### src/rtl/mips_multicycle_cpu.sv
// Multi-cycle MIPS32-subset core with a unified request/ready memory port.
// Each instruction walks a control FSM; PC, IR, MDR, A, B, ALUOut and the register file live here.
module mips_multicycle_cpu #(
   parameter logic [31:0] RESET_PC        = 32'h0000_0000,
   parameter bit          HALT_ON_ILLEGAL = 1'b1
) (
   input  logic        clock,
   input  logic        reset,
   output logic        mem_req,
   output logic        mem_we,
   output logic [31:0] mem_addr,
   output logic [31:0] mem_wdata,
   input  logic [31:0] mem_rdata,
   input  logic        mem_ready,
   output logic        halted,
   output logic [31:0] pc,
   output logic [31:0] retired
);

   localparam logic [5:0] OP_RTYPE = 6'h00;
   localparam logic [5:0] OP_J     = 6'h02;
   localparam logic [5:0] OP_BEQ   = 6'h04;
   localparam logic [5:0] OP_ADDI  = 6'h08;
   localparam logic [5:0] OP_LW    = 6'h23;
   localparam logic [5:0] OP_SW    = 6'h2B;

   localparam logic [5:0] FN_ADD = 6'h20;
   localparam logic [5:0] FN_SUB = 6'h22;
   localparam logic [5:0] FN_AND = 6'h24;
   localparam logic [5:0] FN_OR  = 6'h25;
   localparam logic [5:0] FN_SLT = 6'h2A;

   typedef enum logic [3:0] {
      S_FETCH,
      S_DECODE,
      S_MEMADR,
      S_MEMREAD,
      S_MEMWB,
      S_MEMWRITE,
      S_EXEC,
      S_ALUWB,
      S_ADDIEX,
      S_ADDIWB,
      S_BRANCH,
      S_JUMP,
      S_HALT
   } state_t;

   state_t      state_q, state_d;
   logic [31:0] pc_q, pc_d;
   logic [31:0] ir_q, ir_d;
   logic [31:0] mdr_q, mdr_d;
   logic [31:0] a_q, a_d;
   logic [31:0] b_q, b_d;
   logic [31:0] aluout_q, aluout_d;
   logic [31:0] retired_q, retired_d;
   logic [31:0] rf_q [32];

   logic        rf_we;
   logic [4:0]  rf_waddr;
   logic [31:0] rf_wdata;
   logic        retire;

   logic [5:0]  opcode, funct;
   logic [4:0]  rs, rt, rd;
   logic [31:0] imm_sext;
   logic [31:0] alu_res;
   logic        funct_ok;

   assign opcode   = ir_q[31:26];
   assign rs       = ir_q[25:21];
   assign rt       = ir_q[20:16];
   assign rd       = ir_q[15:11];
   assign funct    = ir_q[5:0];
   assign imm_sext = {{16{ir_q[15]}}, ir_q[15:0]};

   // Bus outputs are pure decodes of state; reset drops a pending request immediately.
   assign mem_req   = !reset && (state_q == S_FETCH || state_q == S_MEMREAD ||
                                 state_q == S_MEMWRITE);
   assign mem_we    = mem_req && (state_q == S_MEMWRITE);
   assign mem_addr  = (state_q == S_FETCH) ? {pc_q[31:2], 2'b00} : {aluout_q[31:2], 2'b00};
   assign mem_wdata = b_q;
   assign halted    = (state_q == S_HALT);
   assign pc        = pc_q;
   assign retired   = retired_q;

   always_comb begin
      alu_res  = '0;
      funct_ok = 1'b1;
      case (funct)
         FN_ADD:  alu_res = a_q + b_q;
         FN_SUB:  alu_res = a_q - b_q;
         FN_AND:  alu_res = a_q & b_q;
         FN_OR:   alu_res = a_q | b_q;
         FN_SLT:  alu_res = {31'b0, ($signed(a_q) < $signed(b_q))};
         default: funct_ok = 1'b0;
      endcase
   end

   always_comb begin
      state_d  = state_q;
      pc_d     = pc_q;
      ir_d     = ir_q;
      mdr_d    = mdr_q;
      a_d      = a_q;
      b_d      = b_q;
      aluout_d = aluout_q;
      rf_we    = 1'b0;
      rf_waddr = rd;
      rf_wdata = aluout_q;
      retire   = 1'b0;

      case (state_q)
         S_FETCH: begin
            if (mem_ready) begin
               ir_d    = mem_rdata;
               pc_d    = pc_q + 32'd4;
               state_d = S_DECODE;
            end
         end
         S_DECODE: begin
            a_d      = (rs == 5'd0) ? 32'd0 : rf_q[rs];
            b_d      = (rt == 5'd0) ? 32'd0 : rf_q[rt];
            aluout_d = pc_q + {imm_sext[29:0], 2'b00};
            case (opcode)
               OP_LW, OP_SW: state_d = S_MEMADR;
               OP_RTYPE:     state_d = S_EXEC;
               OP_BEQ:       state_d = S_BRANCH;
               OP_ADDI:      state_d = S_ADDIEX;
               OP_J:         state_d = S_JUMP;
               default: begin
                  if (HALT_ON_ILLEGAL) begin
                     state_d = S_HALT;
                  end else begin
                     state_d = S_FETCH;
                     retire  = 1'b1;
                  end
               end
            endcase
         end
         S_MEMADR: begin
            aluout_d = a_q + imm_sext;
            state_d  = (opcode == OP_LW) ? S_MEMREAD : S_MEMWRITE;
         end
         S_MEMREAD: begin
            if (mem_ready) begin
               mdr_d   = mem_rdata;
               state_d = S_MEMWB;
            end
         end
         S_MEMWB: begin
            rf_we    = 1'b1;
            rf_waddr = rt;
            rf_wdata = mdr_q;
            retire   = 1'b1;
            state_d  = S_FETCH;
         end
         S_MEMWRITE: begin
            if (mem_ready) begin
               retire  = 1'b1;
               state_d = S_FETCH;
            end
         end
         S_EXEC: begin
            if (funct_ok) begin
               aluout_d = alu_res;
               state_d  = S_ALUWB;
            end else if (HALT_ON_ILLEGAL) begin
               state_d = S_HALT;
            end else begin
               retire  = 1'b1;
               state_d = S_FETCH;
            end
         end
         S_ALUWB: begin
            rf_we   = 1'b1;
            retire  = 1'b1;
            state_d = S_FETCH;
         end
         S_ADDIEX: begin
            aluout_d = a_q + imm_sext;
            state_d  = S_ADDIWB;
         end
         S_ADDIWB: begin
            rf_we    = 1'b1;
            rf_waddr = rt;
            retire   = 1'b1;
            state_d  = S_FETCH;
         end
         S_BRANCH: begin
            if (a_q == b_q) pc_d = aluout_q;
            retire  = 1'b1;
            state_d = S_FETCH;
         end
         S_JUMP: begin
            pc_d    = {pc_q[31:28], ir_q[25:0], 2'b00};
            retire  = 1'b1;
            state_d = S_FETCH;
         end
         S_HALT:  state_d = S_HALT;
         default: state_d = S_HALT;
      endcase

      retired_d = retired_q + {31'b0, retire};
   end

   always_ff @(posedge clock) begin
      if (reset) begin
         state_q   <= S_FETCH;
         pc_q      <= RESET_PC;
         ir_q      <= '0;
         mdr_q     <= '0;
         a_q       <= '0;
         b_q       <= '0;
         aluout_q  <= '0;
         retired_q <= '0;
         for (int i = 0; i < 32; i++) rf_q[i] <= '0;
      end else begin
         state_q   <= state_d;
         pc_q      <= pc_d;
         ir_q      <= ir_d;
         mdr_q     <= mdr_d;
         a_q       <= a_d;
         b_q       <= b_d;
         aluout_q  <= aluout_d;
         retired_q <= retired_d;
         // Register 0 is hardwired; its writes are dropped here.
         if (rf_we && rf_waddr != 5'd0) rf_q[rf_waddr] <= rf_wdata;
      end
   end

endmodule
### config.mk
export PLATFORM = sky130hd
export DESIGN_NAME = mips_multicycle_cpu
export DESIGN_NICKNAME = d
export VERILOG_FILES = /design/src/rtl/mips_multicycle_cpu.sv
export SDC_FILE = /design/constraint.sdc
export NUM_CORES = 2
export LEC_CHECK = 0
export ABC_CLOCK_PERIOD_IN_PS = 8640
export CAP_MARGIN = 20
export CORE_ASPECT_RATIO = 0.6
export CORE_MARGIN = 2
export CORE_UTILIZATION = 68
export CTS_CLUSTER_DIAMETER = 50
export DETAILED_ROUTE_END_ITERATION = 8
export PLACE_DENSITY_LB_ADDON = 0.2
export SLEW_MARGIN = 20
export SYNTH_ARGS = -nofsm -noshare
export SYNTH_HDL_FRONTEND = slang
export SYNTH_SLANG_ARGS = --single-unit
export TNS_END_PERCENT = 20
### constraint.sdc
create_clock -name clock -period 8.64 [get_ports clock]
set_input_delay 0.864 -clock clock [delete_from_list [all_inputs] [get_ports clock]]
set_output_delay 0.864 -clock clock [all_outputs]
set_load 0.03 [all_outputs]
The metal 1 layer:
Supply wires on this layer in gray.
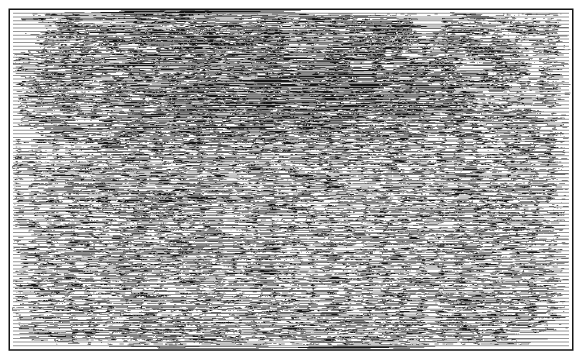
The layer carries 88.1 mm of wire. 5517 nets have wire on it. The wires run mostly horizontal. The longest straight run is 125 um. The layer holds 34% of the routed length.

Signal wires on met2:
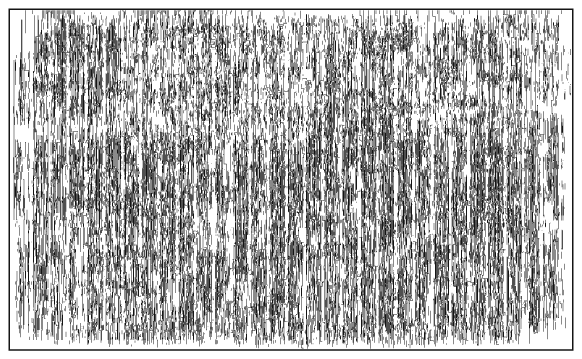
The layer carries 97.6 mm of wire. The layer holds 38% of the routed length.
vias post-DR: 54698
final wirelength: 256000 um
met2 Use GR: 61.1%

## where the power goes
| group | switching, mW | internal, mW | leakage [nW] | total [mW] |
|---|---|---|---|---|
| Combinational | 5.00 | 2.88 | 11.0 | 7.88 |
| Clock | 2.49 | 2.83 | 1.85 | 5.32 |
| Sequential | 0.681 | 6.90 | 12.5 | 7.58 |
## registers in the layout, indices dropped and copies added, names as in the netlist, named ones only
register and flops:
retired 32, aluout_q 32, ir_q 32, pc 32
rf_q 1024, mdr_q 32, a_q 32, state_q 4
mem_wdata 32
## path summary, 6_finish.rpt
path | end | slack [ps] | cells past startpoint
setup reg to reg | rf_q[22][18] | 3600 | 8
setup / recovery | rf_q[22][18] | 3600 | 8
hold reg to reg | mdr_q[31] | 470 | 2
hold / removal | mdr_q[31] | 470 | 2
==> impl_metrics.tcl <==
# metrics dict for downstream scripts
set metrics [dict create \
    finalCritPeriodShare_pct 58.4 \
    htreeDepth 3 \
    crit_path_max_incr_delay_ps 1100 \
    setup_viol 0 \
    top_area_cell "edfxtp_1" \
    cp_slowest_cell "nand2b_2" \
    power.density_nw_per_um2 270 \
    wl_per_cell_um 36.3 \
    core_area_um2 102000 \
    die_height_um 253 \
    violations "design-rule violations" \
    path_clk_slew_ps 70 \
    nNonClkInverters 112 \
    cts.sinks 1262 \
    simple_gate_share_pct 11.4 \
    drt_iter0_drc 11222 \
    synthToLayoutAreaGrowth_pct 9.89 \
    route.detailed.drc 30 \
    period_needed_ps 5040 \
    yosys_area_um2 70100 \
    hold_slack_ps 474 \
    synth-main-ff-cell "edfxtp_1" \
    worstSetupStartpointType "flop" \
    clk_share_pct 4.94 \
    top_layer "met5" \
    cts_resized 0 \
    status "finished, violations left" \
    yosysTopAreaCellShare_pct 43.9 \
    hold_class "reg2reg" \
    hold_viol_final 0 \
    crit_fanout 33 \
    finalNonFillerCells 7056 \
    cts_tree "built" \
    required_ps 9040 \
    edf_count 1024 \
    layout_top_cell "nor2_1" \
    startpoint "state_q[0]" \
    final_core_util_pct 75.2 \
    seqCellArea_um2 35500 \
    ys_types 101 \
    warning_count 115 \
    ys_seq_share_pct 50.7 \
    wl_met2_um 97600 \
    critPathTopFamily "simple AND/OR/NAND/NOR gates" \
    r2r-start "state_q[0]" \
    grt_pass1_vias 50173 \
    cp_cell_sequence "nor2b_1 > mux2i_1 > nor2_4 > mux2i_1 > or3_1 > nor2_1 > nand2_2 > nand2b_2" \
    fin_skew_ps 40.8 \
    yosysMostFrequentCell "nor2_1" \
    pre_cts_ws_ps 3900 \
    met3_usage_pct 29.1 \
    rsz0062_at_grt "no" \
    nets 5821 \
    crit_buf_inv 0 \
    grt_antenna_before_repair 14 \
    relSlewSlack_pct 9.91 \
    clock_latency_ps 790 \
    yosys-stat-cells 5671 \
    ys_sh_adder_pct 3.22 \
    sh_seq_area_pct 46.1 \
    async_flop_share_pct 0 \
    grt_most_used_layer "met1" \
    power_leakage_nw 25.3 \
    layout_setup_ws_ps 3600 \
    cts_buffers 116 \
    dpl.hpwl_um 171000 \
    combGateArea_um2 32900 \
    hp-start "mdr_q[31]" \
    final_max_slew_viol_count 0 \
    grtUsageMet1_pct 68.7 \
    xor_share_pct 1.30 \
    postCtsHoldBufs 0 \
]
Power figures rest on the tool's default switching activity, not on a simulated workload.
